--- src/rtl/calc_pkg.sv ---
// Shared calculator definitions: ALU op codes, digit count and the formatter FSM state type.
package calc_pkg;

    localparam logic [1:0] OP_ADD  = 2'b00;
    localparam logic [1:0] OP_SUB  = 2'b01;
    localparam logic [1:0] OP_MUL  = 2'b10;
    localparam logic [1:0] OP_NONE = 2'b11;

    localparam int NUM_DIGITS = 2;

    typedef enum logic [1:0] {
        ST_IDLE  = 2'd0,
        ST_SIGN  = 2'd1,
        ST_SHIFT = 2'd2,
        ST_DONE  = 2'd3
    } fmt_state_e;

endpackage

--- src/rtl/bcd_add3.sv ---
// Double-dabble digit correction: adds 3 to a BCD digit that is 5 or more before the next shift.
module bcd_add3 (
    input  logic [3:0] digit_i,
    output logic [3:0] digit_o
);

    assign digit_o = (digit_i >= 4'd5) ? digit_i + 4'd3 : digit_i;

endmodule

--- src/rtl/alu_result_formatter.sv ---
// ALU result to sign + two BCD digits, iterative double-dabble behind valid/ready ports.
// Optional macro SIGNED_SUB_EN: treat subtract results as two's complement.
module alu_result_formatter
    import calc_pkg::*;
#(
    parameter int RESULT_W = 4
) (
    input  logic                clk,
    input  logic                rst,
    input  logic                in_valid,
    output logic                in_ready,
    input  logic [1:0]          in_op,
    input  logic [RESULT_W-1:0] in_result,
    input  logic                in_status,
    output logic                out_valid,
    input  logic                out_ready,
    output logic                out_sign,
    output logic [3:0]          out_tens,
    output logic [3:0]          out_ones,
    output logic                out_flag,
    output logic                out_err
);

    localparam int CNT_W = (RESULT_W > 1) ? $clog2(RESULT_W) : 1;
    localparam int SH_W  = NUM_DIGITS * 4 + RESULT_W;

    fmt_state_e state_q, state_d;

    logic [1:0]                  op_q, op_d;
    logic [RESULT_W-1:0]         res_q, res_d;
    logic                        status_q, status_d;
    logic [RESULT_W-1:0]         mag_q, mag_d;
    logic                        neg_q, neg_d;
    logic [NUM_DIGITS-1:0][3:0]  bcd_q, bcd_d;
    logic [NUM_DIGITS-1:0][3:0]  bcd_adj;
    logic [CNT_W-1:0]            cnt_q, cnt_d;
    logic [SH_W-1:0]             shift_w;

    logic       sign_q, sign_d;
    logic [3:0] tens_q, tens_d;
    logic [3:0] ones_q, ones_d;
    logic       flag_q, flag_d;
    logic       err_q, err_d;

    genvar g;
    generate
        for (g = 0; g < NUM_DIGITS; g++) begin : g_digit
            bcd_add3 u_add3 (
                .digit_i (bcd_q[g]),
                .digit_o (bcd_adj[g])
            );
        end
    endgenerate

    assign shift_w = {bcd_adj, mag_q} << 1;

    always_comb begin
        state_d  = state_q;
        op_d     = op_q;
        res_d    = res_q;
        status_d = status_q;
        mag_d    = mag_q;
        neg_d    = neg_q;
        bcd_d    = bcd_q;
        cnt_d    = cnt_q;
        sign_d   = sign_q;
        tens_d   = tens_q;
        ones_d   = ones_q;
        flag_d   = flag_q;
        err_d    = err_q;

        case (state_q)
            ST_IDLE: begin
                if (in_valid && in_ready) begin
                    op_d     = in_op;
                    res_d    = in_result;
                    status_d = in_status;
                    state_d  = ST_SIGN;
                end
            end
            ST_SIGN: begin
                neg_d = 1'b0;
                mag_d = res_q;
`ifdef SIGNED_SUB_EN
                if (op_q == OP_SUB && res_q[RESULT_W-1]) begin
                    neg_d = 1'b1;
                    mag_d = (~res_q) + RESULT_W'(1);
                end
`endif
                bcd_d   = '0;
                cnt_d   = '0;
                state_d = ST_SHIFT;
            end
            ST_SHIFT: begin
                {bcd_d, mag_d} = shift_w;
                cnt_d          = cnt_q + CNT_W'(1);
                // Output word is loaded only here, so it stays frozen through DONE.
                if (cnt_q == CNT_W'(RESULT_W - 1)) begin
                    sign_d  = neg_q;
                    tens_d  = shift_w[RESULT_W + 4 +: 4];
                    ones_d  = shift_w[RESULT_W +: 4];
                    flag_d  = status_q;
                    err_d   = (op_q == OP_NONE);
                    state_d = ST_DONE;
                end
            end
            ST_DONE: begin
                if (out_ready) state_d = ST_IDLE;
            end
            default: state_d = ST_IDLE;
        endcase
    end

    always_ff @(posedge clk) begin
        if (rst) state_q <= ST_IDLE;
        else     state_q <= state_d;
    end

    always_ff @(posedge clk) begin
        if (rst) begin
            op_q     <= '0;
            res_q    <= '0;
            status_q <= 1'b0;
            mag_q    <= '0;
            neg_q    <= 1'b0;
            bcd_q    <= '0;
            cnt_q    <= '0;
            sign_q   <= 1'b0;
            tens_q   <= '0;
            ones_q   <= '0;
            flag_q   <= 1'b0;
            err_q    <= 1'b0;
        end else begin
            op_q     <= op_d;
            res_q    <= res_d;
            status_q <= status_d;
            mag_q    <= mag_d;
            neg_q    <= neg_d;
            bcd_q    <= bcd_d;
            cnt_q    <= cnt_d;
            sign_q   <= sign_d;
            tens_q   <= tens_d;
            ones_q   <= ones_d;
            flag_q   <= flag_d;
            err_q    <= err_d;
        end
    end

    assign in_ready  = (state_q == ST_IDLE) && !rst;
    assign out_valid = (state_q == ST_DONE);
    assign out_sign  = sign_q;
    assign out_tens  = tens_q;
    assign out_ones  = ones_q;
    assign out_flag  = flag_q;
    assign out_err   = err_q;

endmodule

--- config.mk ---
export PLATFORM = sky130hd
export DESIGN_NAME = alu_result_formatter
export DESIGN_NICKNAME = d
export VERILOG_FILES = /design/src/rtl/calc_pkg.sv /design/src/rtl/bcd_add3.sv /design/src/rtl/alu_result_formatter.sv
export SDC_FILE = /design/constraint.sdc
export NUM_CORES = 1
export LEC_CHECK = 0
export CORE_UTILIZATION = 59
export CTS_BUF_LIST = sky130_fd_sc_hd__clkbuf_8
export DETAILED_ROUTE_END_ITERATION = 16
export GPL_TIMING_DRIVEN = 0
export HOLD_SLACK_MARGIN = 0.06
export PLACE_DENSITY = 0.92
export SLEW_MARGIN = 20
export SYNTH_ARGS = -nofsm -noshare
export SYNTH_HDL_FRONTEND = slang
export SYNTH_SLANG_ARGS = --single-unit
--- constraint.sdc ---
create_clock -name clk -period 4.5 [get_ports clk]
set_input_delay 0.45 -clock clk [delete_from_list [all_inputs] [get_ports clk]]
set_output_delay 0.45 -clock clk [all_outputs]
set_load 0.02 [all_outputs]
Figure 1. Cell density map.
(6 px per µm) 11 x 11 tiles, from dark blue (low) to red (high), 0 to 100% covered.
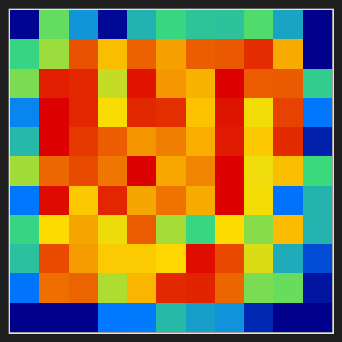
fullest tile: 100%
nearly empty tiles: 7.4%
densest ninth of the die: centre
tiles over 75% full: 53%
emptiest ninth of the die: lower right
mean over tiles: 65%
Final Util: 0.7638
core area: 2500 µm²
Starting Density: 0.6316

==> summary.txt <==
run metrics: Final Hold Fails 0, reg2reg start bcd_q[4], Synthesized Nets 196, Synth Area in Adders 0.06339, Largest cell class logic gates, GRT met1 Usage 0.2969, WP data required 4.05 ns, worst hold endpoint out_flag, sequential power share 0.406, most used cell along the critical path clkdlybuf4s50_1, vias in the first global route 1332, worst min path class register to register, sequential logic power 0.000355 W, Insertion Delay late pin 0.29 ns, Worst slew margin 0.6419, Residual DRC 0, actual slew at the worst max-slew pin 0.5371 ns, largest net degree at the start of global routing 11, most numerous logic cell after layout dfxtp_1, crit path cell chain clkdlybuf4s50_1 -> buf_1 -> nor2b_1 -> clkdlybuf4s50_1, Clock Power Share 0.242, MI comb cells 121, DP Worst Slack 2.010 ns, status finished, final reports clean, r2r endpoint bcd_q[6], mux cell area share after synthesis 0.05071, post-layout min period 2.538 ns, Placed Cells 228, final total power 0.0008728 W, met3 usage 0.09040, routed wire length 3670 µm, ratio of cells with drive above 1 in the final layout 0.1505, combinational power share 0.351, GR peak layer met2, IO buf count 21, Top Layer Used met4, TritonCTS clock tree built, Setup Crit Path Kind input port to output pin, CTS H-tree depth 2, CP max stage cell clkdlybuf4s50_1, Final TNS setup 0 ns, 1st-iter DRT viols 38, Vias/cell 5.852, Flops 33, post-synthesis sequential area ratio 0.4184, Final Net Count 224, Comb power 0.000307 W, Num CTS Buffers 5, initial antenna violation count 0, Distinct lib cells used 37, Ys Warns 0, hold path depth 2, Vias 1381, crit path max fanout 10, HPWL Detailed 2617 µm, P_sw 0.0003175 W, Pre-antenna DRT Iters 4, Post-Syn Instances 177, Signal inverters 11, Root Buffer clkbuf_8, Seq cells post-synth 33, Fillers 185, number of cells in Yosys stat 177, peak supply drop 0.4826 mV, clock sink total 33, IO Count 24, WHS 0.4524 ns, Site Rows 18, Startpoint Class input port, met3 wire len 155 µm, met2 routed WL 1953 µm, ao+oa area frac 0.1759, yosys xor share 0.005547, Resized cells post-CTS 0, Post-synth EDFFs 0, met2 usage 0.5041, CTS clk-pin slew, worst paths 0.07 ns, Top power group sequential cells, area delta synth->final 20.92%, CLK BUF 5, Worst path max stage delay 0.56 ns, first-pass GRT wire length 5685 µm, area of the multi-input gates 812.0 µm², CP Capture Type output pin, Ant. Diodes 0, final slew viol count 0, Critical path destination in_ready, period utilization 0.5640, R2R setup slack 2.83 ns, ys async rst share 0, Die W 53.73 µm, die area 2887 µm², PnR worst setup slack 1.962 ns, Clock net power 0.000211 W, Max Cap Viol 0, Worst Setup SP rst, ANT nets after route 0, clk tree area frac 0.04325
Figure 2. Cell outlines without signal wires.
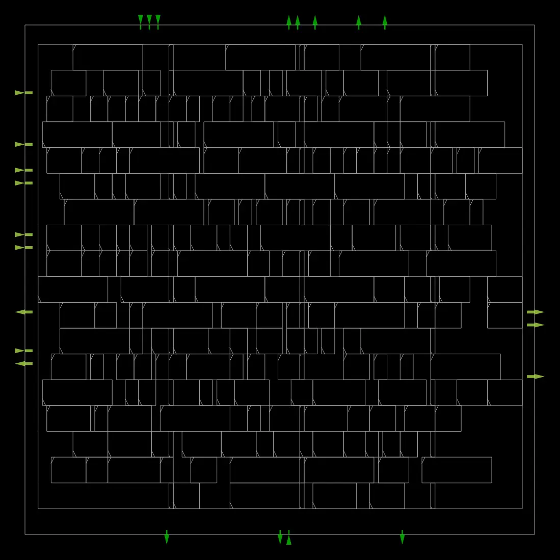
Seq area share: 0.3460
well tap count: 30

-- synthesized netlist by cell type (all sizes together), types with 3 or more instances --
cell type  instances  area share
ha                 8       0.063
mux2i              5       0.032
a21oi             20       0.068
nand3b             5       0.024
nand2             18       0.043
o21ai              4       0.020
a211oi             6       0.032
inv               11       0.026
buf               11       0.039
nor3b              3       0.017
nor3               5       0.016
nand3             11       0.035
nor2              10       0.029
dfxtp             33        0.42
nand2b             6       0.024
o31ai              3       0.014
o32ai              4       0.027
-- worst max-delay path, delay by kind of cell --
kind          cells  cell delay (ns)
buf+inv           3             1.54
simple gates      1             0.10
-- sequential cells by signal (all words and copies together) (netlist names), 2 cells and up --
register  count
mag_q         4
cnt_q         2
op_q          2
state_q       2
out_tens      4
out_ones      4
bcd_q         8
res_q         4
Power and IR drop assume default switching activity.
